run_1/class_map.png
Drawn at 2 px/um.
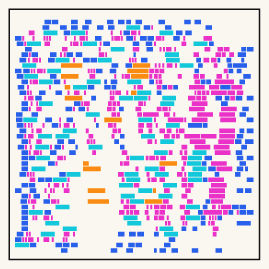
run_1/pinout.png
Drawn at 3 px/um. Pins as bars across the die edge, other pins in grey.
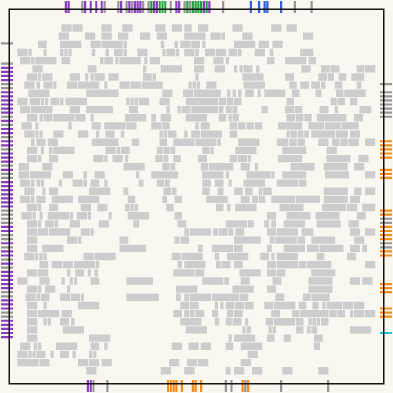
run_1/clock_nets.png
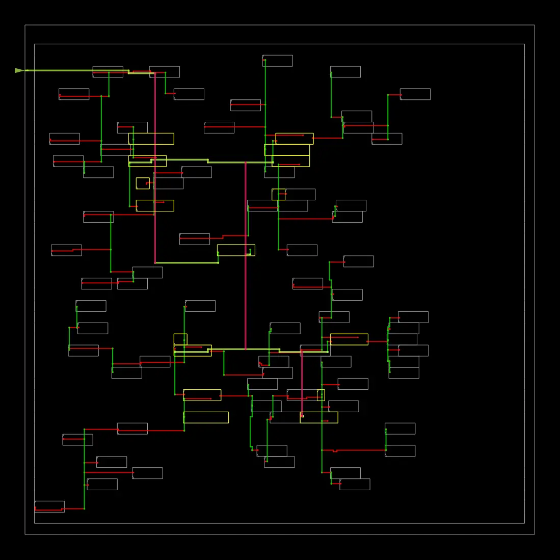
run_1/layers.png
Drawn at 2 px/um.
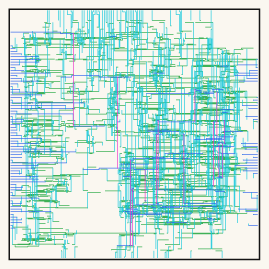
## src/rtl/rf_wb_pkg.sv

```systemverilog
// rtl/rf_wb_pkg.sv - Register-bank constants and address/data types for the write-back path
package rf_wb_pkg;
  localparam int RF_AW      = 5;
  localparam int RF_DW      = 32;
  localparam int RF_NREGS   = 32;
  localparam int RF_SP_IDX  = 29;
  localparam int RF_RET_IDX = 1;

  typedef logic [RF_AW-1:0] rf_addr_t;
  typedef logic [RF_DW-1:0] rf_data_t;
endpackage

```

## src/rtl/rf_wb_arbiter_if.sv

```systemverilog
// rtl/rf_wb_arbiter_if.sv - Decode, requester and bank-write signals of the write-back arbiter
import rf_wb_pkg::*;

interface rf_wb_arbiter_if #(
  parameter int NREQ = 2,
  parameter int AW   = RF_AW,
  parameter int DW   = RF_DW
);
  logic              issue_valid;
  logic [AW-1:0]     issue_reg;
  logic              issue_ready;
  logic [AW-1:0]     rd_rs;
  logic [AW-1:0]     rd_rt;
  logic              stall;
  logic [NREQ-1:0]   req_valid;
  logic [NREQ*AW-1:0] req_reg;
  logic [NREQ*DW-1:0] req_data;
  logic [NREQ-1:0]   req_ready;
  logic              rf_we;
  logic [AW-1:0]     rf_waddr;
  logic [DW-1:0]     rf_wdata;
  logic [2**AW-1:0]  busy_vec;

  modport master (
    output issue_valid, issue_reg, rd_rs, rd_rt, req_valid, req_reg, req_data,
    input  issue_ready, stall, req_ready, rf_we, rf_waddr, rf_wdata, busy_vec
  );

  modport slave (
    input  issue_valid, issue_reg, rd_rs, rd_rt, req_valid, req_reg, req_data,
    output issue_ready, stall, req_ready, rf_we, rf_waddr, rf_wdata, busy_vec
  );
endinterface

```

## src/rtl/rf_wb_arbiter_rr.sv

```systemverilog
// rtl/rf_wb_arbiter_rr.sv - Round-robin one-hot grant starting the search at ptr
module rr_arbiter #(
  parameter int NREQ = 2,
  parameter int PW   = 1
) (
  input  logic [NREQ-1:0] req,
  input  logic [PW-1:0]   ptr,
  output logic [NREQ-1:0] gnt,
  output logic [PW-1:0]   gnt_idx,
  output logic            gnt_valid
);
  logic [PW-1:0] idx;

  always_comb begin
    gnt       = '0;
    gnt_idx   = '0;
    gnt_valid = 1'b0;
    idx       = '0;
    for (int k = 0; k < NREQ; k++) begin
      idx = PW'((int'(ptr) + k) % NREQ);
      if (!gnt_valid && req[idx]) begin
        gnt_valid = 1'b1;
        gnt[idx]  = 1'b1;
        gnt_idx   = idx;
      end
    end
  end
endmodule

```

## src/rtl/rf_wb_arbiter.sv

```systemverilog
// rtl/rf_wb_arbiter.sv - Write-back arbiter, registered bank write and pending-write scoreboard
// Optional RF_WB_ZERO_DROP_EN: accept but drop writes to register 0, never mark it busy.
import rf_wb_pkg::*;

module rf_wb_arbiter #(
  parameter int NREQ = 2,
  parameter int AW   = RF_AW,
  parameter int DW   = RF_DW
) (
  input logic            clk,
  input logic            rst,
  rf_wb_arbiter_if.slave bus
);
  localparam int NREGS = 2**AW;
  localparam int PW    = (NREQ > 1) ? $clog2(NREQ) : 1;

  logic [PW-1:0]    ptr;
  logic [PW-1:0]    gnt_idx;
  logic [NREQ-1:0]  gnt;
  logic             gnt_valid;
  logic [AW-1:0]    gnt_reg;
  logic [DW-1:0]    gnt_data;
  logic [NREGS-1:0] busy;
  logic [NREGS-1:0] busy_nxt;
  logic             ret_valid;
  logic [AW-1:0]    ret_addr;
  logic             issue_ok;
  logic             issue_set;
  logic             wr_emit;
  logic             rs_hit;
  logic             rt_hit;

  rr_arbiter #(.NREQ(NREQ), .PW(PW)) u_rr (
    .req       (bus.req_valid),
    .ptr       (ptr),
    .gnt       (gnt),
    .gnt_idx   (gnt_idx),
    .gnt_valid (gnt_valid)
  );

  assign bus.req_ready = gnt;
  assign gnt_reg       = bus.req_reg[int'(gnt_idx)*AW +: AW];
  assign gnt_data      = bus.req_data[int'(gnt_idx)*DW +: DW];

  // A busy destination blocks the issue (WAW) until its write retires
  assign issue_ok        = bus.issue_valid & ~busy[bus.issue_reg];
  assign bus.issue_ready = issue_ok;

`ifdef RF_WB_ZERO_DROP_EN
  assign issue_set = issue_ok & (bus.issue_reg != '0);
  assign wr_emit   = gnt_valid & (gnt_reg != '0);
`else
  assign issue_set = issue_ok;
  assign wr_emit   = gnt_valid;
`endif

  // The retiring shadow covers the cycle the bank write is still in flight
  assign rs_hit    = (bus.rd_rs != '0) & (busy[bus.rd_rs] | (ret_valid & (ret_addr == bus.rd_rs)));
  assign rt_hit    = (bus.rd_rt != '0) & (busy[bus.rd_rt] | (ret_valid & (ret_addr == bus.rd_rt)));
  assign bus.stall = rs_hit | rt_hit;

  always_comb begin
    busy_nxt = busy;
    if (gnt_valid) busy_nxt[gnt_reg] = 1'b0;
    if (issue_set) busy_nxt[bus.issue_reg] = 1'b1;
  end

  always_ff @(posedge clk) begin
    if (rst) begin
      ptr          <= '0;
      busy         <= '0;
      ret_valid    <= 1'b0;
      ret_addr     <= '0;
      bus.rf_we    <= 1'b0;
      bus.rf_waddr <= '0;
      bus.rf_wdata <= '0;
    end else begin
      busy      <= busy_nxt;
      ret_valid <= gnt_valid;
      bus.rf_we <= wr_emit;
      if (gnt_valid) begin
        ret_addr <= gnt_reg;
        ptr      <= (gnt_idx == PW'(NREQ-1)) ? '0 : gnt_idx + 1'b1;
      end
      if (wr_emit) begin
        bus.rf_waddr <= gnt_reg;
        bus.rf_wdata <= gnt_data;
      end
    end
  end

  assign bus.busy_vec = busy;
endmodule

```

## src/flat_wrapper.sv

```systemverilog
// flat-port wrapper written by rule: the top's interface ports become plain ports
module rf_wb_arbiter_flat 
#(
  parameter int NREQ = 2,
  parameter int AW   = RF_AW,
  parameter int DW   = RF_DW
)
  (clk, rst, bus_issue_valid, bus_issue_reg, bus_rd_rs, bus_rd_rt, bus_req_valid, bus_req_reg, bus_req_data, bus_issue_ready, bus_stall, bus_req_ready, bus_rf_we, bus_rf_waddr, bus_rf_wdata, bus_busy_vec);
  rf_wb_arbiter_if #(.NREQ(NREQ), .AW(AW), .DW(DW)) bus_i ();
  input logic clk;
  input logic rst;
  input wire logic [$bits(bus_i.issue_valid)-1:0] bus_issue_valid;
  input wire logic [$bits(bus_i.issue_reg)-1:0] bus_issue_reg;
  input wire logic [$bits(bus_i.rd_rs)-1:0] bus_rd_rs;
  input wire logic [$bits(bus_i.rd_rt)-1:0] bus_rd_rt;
  input wire logic [$bits(bus_i.req_valid)-1:0] bus_req_valid;
  input wire logic [$bits(bus_i.req_reg)-1:0] bus_req_reg;
  input wire logic [$bits(bus_i.req_data)-1:0] bus_req_data;
  output wire logic [$bits(bus_i.issue_ready)-1:0] bus_issue_ready;
  output wire logic [$bits(bus_i.stall)-1:0] bus_stall;
  output wire logic [$bits(bus_i.req_ready)-1:0] bus_req_ready;
  output wire logic [$bits(bus_i.rf_we)-1:0] bus_rf_we;
  output wire logic [$bits(bus_i.rf_waddr)-1:0] bus_rf_waddr;
  output wire logic [$bits(bus_i.rf_wdata)-1:0] bus_rf_wdata;
  output wire logic [$bits(bus_i.busy_vec)-1:0] bus_busy_vec;
  assign bus_i.issue_valid = bus_issue_valid;
  assign bus_i.issue_reg = bus_issue_reg;
  assign bus_i.rd_rs = bus_rd_rs;
  assign bus_i.rd_rt = bus_rd_rt;
  assign bus_i.req_valid = bus_req_valid;
  assign bus_i.req_reg = bus_req_reg;
  assign bus_i.req_data = bus_req_data;
  assign bus_issue_ready = bus_i.issue_ready;
  assign bus_stall = bus_i.stall;
  assign bus_req_ready = bus_i.req_ready;
  assign bus_rf_we = bus_i.rf_we;
  assign bus_rf_waddr = bus_i.rf_waddr;
  assign bus_rf_wdata = bus_i.rf_wdata;
  assign bus_busy_vec = bus_i.busy_vec;
  rf_wb_arbiter #(.NREQ(NREQ), .AW(AW), .DW(DW)) u_core (.clk(clk), .rst(rst), .bus(bus_i));
endmodule
```

## config.mk

```make
export PLATFORM = sky130hd
export DESIGN_NAME = rf_wb_arbiter_flat
export DESIGN_NICKNAME = d
export VERILOG_FILES = /design/src/rtl/rf_wb_pkg.sv /design/src/rtl/rf_wb_arbiter_if.sv /design/src/rtl/rf_wb_arbiter_rr.sv /design/src/rtl/rf_wb_arbiter.sv /design/src/flat_wrapper.sv
export SDC_FILE = /design/constraint.sdc
export NUM_CORES = 1
export LEC_CHECK = 0
export CELL_PAD_IN_SITES_DETAIL_PLACEMENT = 0
export CELL_PAD_IN_SITES_GLOBAL_PLACEMENT = 1
export CORE_MARGIN = 2
export CORE_UTILIZATION = 28
export DETAILED_ROUTE_END_ITERATION = 8
export PLACE_DENSITY_LB_ADDON = 0.15
export RECOVER_POWER = 100
export SLEW_MARGIN = 40
export SYNTH_ARGS = -nofsm -noshare
export SYNTH_HDL_FRONTEND = slang
export SYNTH_SLANG_ARGS = --single-unit
```

## constraint.sdc

```tcl
create_clock -name clk -period 3.3 [get_ports clk]
set_input_delay 0.825 -clock clk [delete_from_list [all_inputs] [get_ports clk]]
set_output_delay 0.825 -clock clk [all_outputs]
set_load 0.05 [all_outputs]
```

==> notes.md, run 1 <==
flow finished, numbers: Clock Buffer Count=9, Final Worst Setup Slack=-0.0130 ns, DRT antenna net count=0, num ports=168, top_reg_cell synth=dfxtp_1, status=complete, but fails checks, failing checks=setup timing, CTS hold repair buffers=0, combinational share of power=24.7%, Largest cell class=combinational gates, f_max=302 MHz, Log Warnings=28, H-tree levels=3, yosys warning tally=0, post-synth top area cell=dfxtp_1, diode count=1, grt ovf=0, n_taps=180, most common cell after layout, fill and taps aside=nand2_1, Post-synth top cells=84 x nand2_1, 71 x dfxtp_1, 42 x nor2_1, 38 x a311oi_1, 28 x clkbuf_1, Setup WS pre-CTS=-0.617 ns, leakage power=0.00260 uW, largest net degree at the start of global routing=63, CP required=2.47 ns, clock-pin slew on the worst setup and hold paths=0.06 ns, hold crit path type=flop to flop, CTS Sinks=71, bufs w/o clock=210, core area=0.0140 mm2, final hold viol count=0, Worst R2R Path Depth=7, max-cap violations=0, Min Hold Slack=0.490 ns, Top Consumer=clock, post-layout min period=3.31 ns, post-synthesis area per instance=8.99 um2, Internal=1920 uW, Final setup viols=1, RSZ-0062 raised after global routing=true, Finished Layout Cells=819, combinational share of cell area=37.7%, Yosys chip area=0.00405 mm2, First DRT Iteration DRCs=247, Final Wtd Congestion=0.853, Flop pwr share=34.2%, PwrDens=421 mW/mm2, Netlist cell types=46, dpl cells=801, CTS Buf Count=9, R2R Path End=u_core.bus.busy_vec[21], Yosys top cell by instances=nand2_1, Critical Path Sink=bus_stall, P&R area growth vs syn=60.7%, Setup Fix Bufs, Post-CTS=2, crit path max fanout=6, ratio of cells with drive above 1 in the final layout=16.6%, drt pass-1 iters=4, VDD IR max=0.255 mV, CTS Root Buffer Type=clkbuf_16, Crit. End Element=primary output, post-CTS sizing=25
About class_map.png:
legend:
  remaining buffers and delay cells:
    colour: blue
    cells: 210
    share_of_their_area: 32%
  clock drivers and dummy loads:
    colour: orange
    cells: 16
    share_of_their_area: 5.5%
  registers:
    colour: cyan
    cells: 71
    share_of_their_area: 23%
  remaining logic cells:
    colour: magenta
    cells: 341
    share_of_their_area: 40%
Core Util, Final: 46.6%
Design Area, Final: 0.00652 mm2
sequential cell area share: 21.8%

About pinout.png:
legend:
  `bus_busy_vec`:
    colour: orange
    pins: 32
    direction: output
    edge: 22 east, 10 south
  `bus_issue_ready`:
    colour: cyan
    pins: 1
    direction: output
    edge: east
  `bus_req_reg`:
    colour: green
    pins: 10
    direction: input
    edge: north
  `bus_rf_waddr`:
    colour: blue
    pins: 5
    direction: output
    edge: north
  `bus_req_data`:
    colour: purple
    pins: 64
    direction: input
    edge: 45 west, 17 north, 2 south
Die H: 124 um
die width: 124 um
I/O Buffers: 167

About clock_nets.png:
P_clk: 1130 uW
Latency at later pin: 0.33 ns
skew final: 0.00514 ns

About layers.png:
legend:
  M1:
    colour: green
    wire_length: 6350 um
  M3:
    colour: blue
    wire_length: 1360 um
  M4:
    colour: magenta
    wire_length: 398 um
  M2:
    colour: cyan
    wire_length: 7290 um
DR vias: 4495
GRT Resource Usage Total: 19.6%
wire length per cell: 18.8 um

==> run 1: cell families after synthesis <==
kind of cell | synth area share [%]
mux | 15.4
xor+xnor | 2.16
flops | 35.1
compound gates | 23.0
simple gates | 18.8
buf+inv | 5.52
==> run 1: worst max-delay path: stages <==
cell and delay, ns:
buf_12 0.10, mux4_2 0.48, mux4_2 0.50, a311oi_2 0.27
o32ai_4 0.13, buf_6 0.17
==> run 1: metal layers <==
| layer | wire length, um | vias up | part of all wire (%) | global-route usage, % |
|---|---|---|---|---|
| met4 | 397 | 0 | 2.6 | 7.07 |
| met5 | 0 | - | 0 | 0 |
| met2 | 7290 | 229 | 47 | 32.7 |
| met3 | 1360 | 29 | 8.8 | 5.97 |
| li1 | - | 2097 | - | - |
| met1 | 6350 | 2140 | 41 | 23.9 |
--- run 2 (diff from run 1) ---
--- a/config.mk
+++ b/config.mk
@@ -5,10 +5,11 @@
 export SDC_FILE = /design/constraint.sdc
 export NUM_CORES = 1
 export LEC_CHECK = 0
+export ABC_AREA = 1
 export CELL_PAD_IN_SITES_DETAIL_PLACEMENT = 0
 export CELL_PAD_IN_SITES_GLOBAL_PLACEMENT = 1
 export CORE_MARGIN = 2
-export CORE_UTILIZATION = 28
+export CORE_UTILIZATION = 27
 export DETAILED_ROUTE_END_ITERATION = 8
 export PLACE_DENSITY_LB_ADDON = 0.15
 export RECOVER_POWER = 100
==> constraint.sdc (replaced) <==
create_clock -name clk -period 3.3 [get_ports clk]
set_input_delay 0.825 -clock clk [delete_from_list [all_inputs] [get_ports clk]]
set_output_delay 0.825 -clock clk [all_outputs]
set_load 0.01 [all_outputs]
run_2/util_map.png
Drawn at 3 px/um. 13 x 13 tiles, from black (low) to pale yellow (high), 0 to 100% covered.
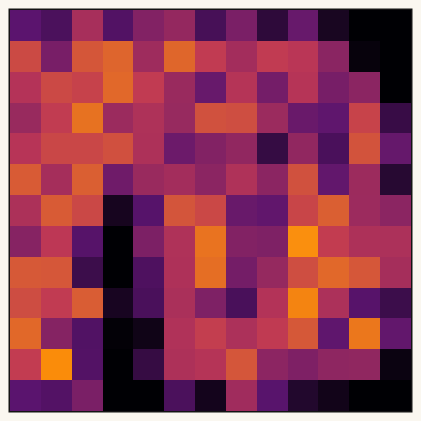
mean over tiles: 38%
emptiest ninth of the die: north-east
tiles over 75% full: 0.60%
nearly empty tiles: 7.7%
fullest tile: 76%
Core Util, Final: 42.2%
FP Util: 27.5%
core area: 0.0165 mm2

run_2/clock_nets.png
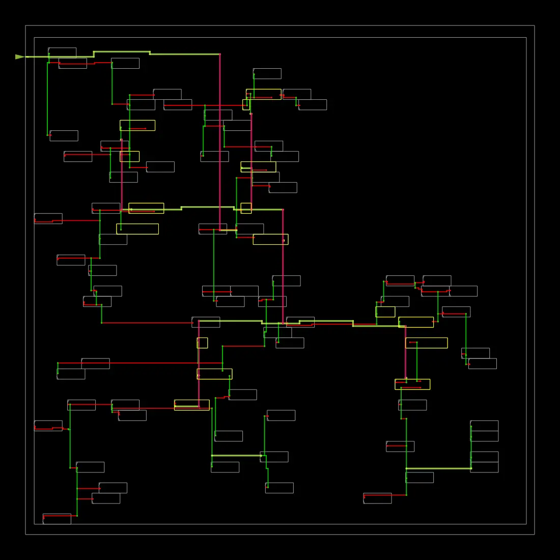
skew final: 0.0115 ns
Seq cells: 71

run_2/class_map.png
Drawn at 2 px/um.
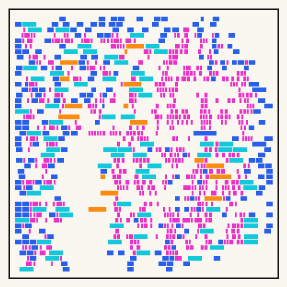
legend:
  remaining buffers and delay cells:
    colour: blue
    cells: 216
    share_of_their_area: 31%
  registers:
    colour: cyan
    cells: 71
    share_of_their_area: 21%
  clock drivers and dummy loads:
    colour: orange
    cells: 16
    share_of_their_area: 5.0%
  remaining logic cells:
    colour: magenta
    cells: 609
    share_of_their_area: 42%
sequential cell area share: 20.4%
Placement Rows: 47
Design Area, Final: 0.00697 mm2

==> run 2 against run 1 <==
The flow now finishes without violations. Design area is 7.0% higher. Synthesized area is 12% higher. Register-to-register slack hardly changed. Combinational power is 6.5% lower. Clock power hardly changed. Die size is 16% higher. Critical path depth is 1 lower. Utilization is 4.4 points lower. Critical path type unchanged.
==> notes.md, run 2 <==
flow finished, numbers: status=complete, no violations (was complete, but fails checks), DRT antenna net count=0 (unchanged), PwrDens=384 mW/mm2 (was 421 mW/mm2), Largest stage delay, worst path=0.60 ns (was 0.50 ns), M1 GR Usage=25.9% (was 23.9%), VDD IR max=0.220 mV (was 0.255 mV), DR vias=5674 (was 4495), cell family with most CP delay=buffers and inverters (was multiplexers), crit path max fanout=3 (was 6), diode count=0 (was 1), DRT met1 WL=7790 um (was 6350 um), most frequent cells in the layout=202 x nand2_1, 89 x clkdlybuf4s50_1, 86 x nor2_1 (was 84 x nand2_1, 81 x clkdlybuf4s50_1, 71 x dlygate4sd3_1, 71 x dfxtp_1, 42 x nor2_1), Worst path slowest cell=clkdlybuf4s50_1 (was mux4_2), First DRT Iteration DRCs=462 (was 247), CTS Buf Count=9 (unchanged), post-layout min period=3.19 ns (was 3.31 ns), xor/xnor share=0.193% (was 2.16%), I/O Buffers=167 (unchanged), final hold viol count=0 (unchanged), met2 WL post-DR=8860 um (was 7290 um), Final setup viols=0 (was 1), top_reg_cell synth=dfxtp_1 (unchanged), CTS hold repair buffers=0 (unchanged), yosys warning tally=0 (unchanged), post-CTS sizing=7 (was 25), Dominant combinational family=simple AND/OR/NAND/NOR gates (was AND-OR/OR-AND gates), Clock Buffer Count=11 (was 9), Die H=134 um (was 124 um), combinational share of cell area=36.8% (was 37.7%), CTS Root Buffer Type=clkbuf_16 (unchanged), Post-synth top cells=201 x nand2_1, 86 x nor2_1, 71 x dfxtp_1, 68 x nand3_1, 62 x inv_1 (was 84 x nand2_1, 71 x dfxtp_1, 42 x nor2_1, 38 x a311oi_1, 28 x clkbuf_1), CTS Sinks=71 (unchanged), Largest cell class=combinational gates (unchanged), post-synthesis area per instance=6.26 um2 (was 8.99 um2), grt ovf=0 (unchanged), Post-DP Area=0.00661 mm2 (was 0.00615 mm2), GRT Resource Usage Total=21.0% (was 19.6%), GR peak layer=met2 (unchanged), Adder Share, Synth=0% (unchanged), Latency at later pin=0.35 ns (was 0.33 ns), critical path, cell by cell=dlygate4sd3_1, nand2_1, and2_1, nor2_1, clkdlybuf4s50_1 (was buf_12, mux4_2, mux4_2, a311oi_2, o32ai_4, buf_6), Final Worst Setup Slack=0.115 ns (was -0.0130 ns), RSZ-0062 raised after global routing=false (was true), ratio of cells with drive above 1 in the final layout=9.43% (was 16.6%), CP required=2.47 ns (about the same), yosys aoi share=18.1% (was 23.0%), post-synth top area cell=dfxtp_1 (unchanged), dpl cells=1114 (was 801), Final Wtd Congestion=0.878 (was 0.853), n_taps=220 (was 180), Yosys top cell by instances=nand2_1 (unchanged), Setup WS pre-CTS=-0.343 ns (was -0.617 ns), hold crit path type=flop to flop (unchanged), Netlist cell types=32 (was 46), Log Warnings=26 (was 28), H-tree levels=3 (unchanged), P&R area growth vs syn=53.6% (was 60.7%), drt pass-1 iters=6 (was 4), leakage power=0.00305 uW (was 0.00260 uW), area share, top type=31.3% (was 35.1%), Yosys chip area=0.00454 mm2 (was 0.00405 mm2), clock-pin slew on the worst setup and hold paths=0.06 ns (about the same), met2 usage=35.3% (was 32.7%), most common cell after layout, fill and taps aside=nand2_1 (unchanged), met3 Usage GRT=6.24% (was 5.97%), bufs w/o clock=216 (was 210), area fraction in mux cells=0% (was 15.4%), Crit path buffers/inverters=2 (unchanged), yosys simple share=38.2% (was 18.8%)
==> run 2: netlist changes by cell type after synthesis, sizes merged, moves of 26 or more <==
cell	previous run	this run
a21oi	1	38
inv	15	69
mux4	26	0
nand2	84	204
nand3	2	68
nand4	1	33
nor2	43	89
==> run 2: worst paths after layout <==
| path | startpoint | to | depth (start not counted) |
|---|---|---|---|
| setup / recovery | bus_req_valid[1] | bus_req_ready[0] | 5 |
| hold / removal | u_core.bus.rf_wdata[18] | u_core.bus.rf_wdata[18] | 2 |
| setup reg to reg | u_core.ptr | u_core.bus.busy_vec[3] | 10 |
| hold reg to reg | u_core.bus.rf_wdata[18] | u_core.bus.rf_wdata[18] | 2 |
==> run 2: where the power goes <==
part	switching [uW]	internal, uW
combinational	331	301
sequential	35.6	910
clock	398	702
--- run 3 (diff from run 2) ---
--- a/config.mk
+++ b/config.mk
@@ -5,11 +5,11 @@
 export SDC_FILE = /design/constraint.sdc
 export NUM_CORES = 1
 export LEC_CHECK = 0
-export ABC_AREA = 1
+export ABC_AREA = 0
 export CELL_PAD_IN_SITES_DETAIL_PLACEMENT = 0
 export CELL_PAD_IN_SITES_GLOBAL_PLACEMENT = 1
 export CORE_MARGIN = 2
-export CORE_UTILIZATION = 27
+export CORE_UTILIZATION = 28
 export DETAILED_ROUTE_END_ITERATION = 8
 export PLACE_DENSITY_LB_ADDON = 0.15
 export RECOVER_POWER = 100
run_3/class_map.png
Drawn at 2 px/um.
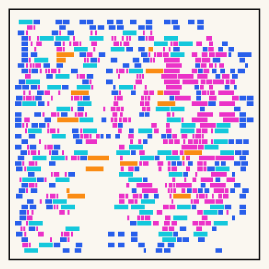
legend:
  registers:
    colour: cyan
    cells: 71
    share_of_their_area: 22%
  remaining buffers and delay cells:
    colour: blue
    cells: 223
    share_of_their_area: 33%
  remaining logic cells:
    colour: magenta
    cells: 341
    share_of_their_area: 40%
  clock drivers and dummy loads:
    colour: orange
    cells: 16
    share_of_their_area: 5.1%
Placement Rows: 43
Core Util, Final: 46.9%

run_3/util_map.png
Drawn at 3 px/um. 12 x 12 tiles, from black (low) to pale yellow (high), 0 to 100% covered.
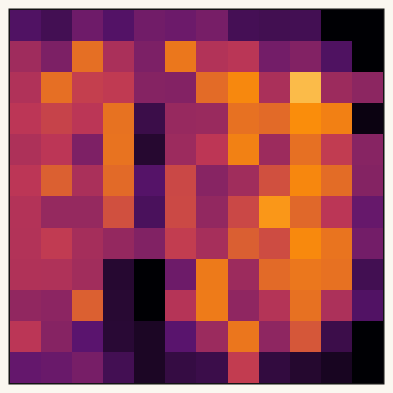
nearly empty tiles: 4.9%
mean over tiles: 41%
tiles over 75% full: 2.1%
densest ninth of the die: east
core area: 0.0140 mm2
FP Util: 29.0%

==> run 3 against run 2 <==
The run now ends with setup timing left. Via count fell by 21%. Register-to-register slack got worse by 0.09 ns. Combinational power down 16%. Critical path type unchanged. Critical endpoint is now bus_stall. Highest routed layer is now met4.
==> notes.md, run 3 <==
flow finished, numbers: Internal=1860 uW (was 1910 uW), Setup crit start=bus_rd_rs[0] (was bus_req_valid[1]), GR peak layer=met2 (unchanged), Setup WS pre-CTS=-0.829 ns (was -0.343 ns), Final Worst Setup Slack=-0.00373 ns (was 0.115 ns), Final setup viols=1 (was 0), wire length per cell=19.3 um (was 16.6 um), M1 GR Usage=24.7% (was 25.9%), Hold Path End=u_core.bus.rf_wdata[4] (was u_core.bus.rf_wdata[18]), f_max=303 MHz (was 314 MHz), met3 Usage GRT=5.84% (was 6.24%), Crit. End Element=primary output (unchanged), Latency at later pin=0.34 ns (was 0.35 ns), most frequent cells in the layout=84 x nand2_1, 81 x clkdlybuf4s50_1, 72 x dlygate4sd3_1 (was 202 x nand2_1, 89 x clkdlybuf4s50_1, 86 x nor2_1), top_reg_cell synth=dfxtp_1 (unchanged), Crit path buffers/inverters=2 (unchanged), status=complete, but fails checks (was complete, no violations), Worst R2R Start=u_core.ptr (unchanged), grt ovf=0 (unchanged), Worst R2R Path Depth=6 (was 10), Final Wtd Congestion=0.864 (was 0.878), max-cap violations=0 (unchanged), met2 usage=33.1% (was 35.3%), failing checks=setup timing, sequential cell area share=21.7% (was 20.4%), yosys warning tally=0 (unchanged), P_clk=1070 uW (was 1100 uW), final hold viol count=0 (unchanged), num ports=168 (unchanged), met2 WL post-DR=7680 um (was 8860 um), Finished Layout Cells=831 (was 1132), top sig layer=met4 (was met5), Netlist cell types=46 (was 32), largest net degree at the start of global routing=65 (was 56), combinational share of power=21.0% (was 23.6%), post-layout min period=3.30 ns (was 3.19 ns), critical path's most frequent cell=mux4_2, Setup Fix Bufs, Post-CTS=4 (was 0)
run_3/pinout.png
Drawn at 3 px/um. Pins as bars across the die edge, other pins in grey.
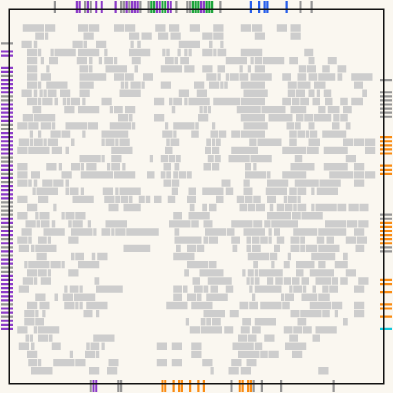
legend:
  `bus_req_reg`:
    colour: green
    pins: 10
    direction: input
    edge: north
  `bus_busy_vec`:
    colour: orange
    pins: 32
    direction: output
    edge: 20 east, 12 south
  `bus_req_data`:
    colour: purple
    pins: 64
    direction: input
    edge: 46 west, 16 north, 2 south
  `bus_issue_ready`:
    colour: cyan
    pins: 1
    direction: output
    edge: east
  `bus_rf_waddr`:
    colour: blue
    pins: 5
    direction: output
    edge: north

-- run 3: cell types whose count changed after synthesis, moves of 9 or more --
cell,change
a21oi_1,-36
nand3_1,-66
inv_1,-47
nor3b_1,+13
nor2_1,-44
clkbuf_1,+10
nand2_1,-117
mux4_2,+24
o21ai_1,-13
o311ai_0,+24
buf_6,-9
nand4_1,-32
-- run 3: kinds of logic after synthesis --
logic type	Yosys count	share of synthesized area (%)
buf+inv	55	5.52
xor+xnor	10	2.16
mux	29	15.4
compound gates	116	23.0
simple gates	170	18.8
flops	71	35.1
-- run 3: through the flow --
stage               area, um2  hold WS (ns)  utilization, %
floorplan                4050         0.459               -
global placement         6180         0.484            44.2
detailed placement       6190         0.491            44.2
CTS                      6570         0.498            47.0
global route             6560         0.509            46.9
finish                   6560         0.492            46.9
No activity file was given, so power comes from the tool's default toggle rates.
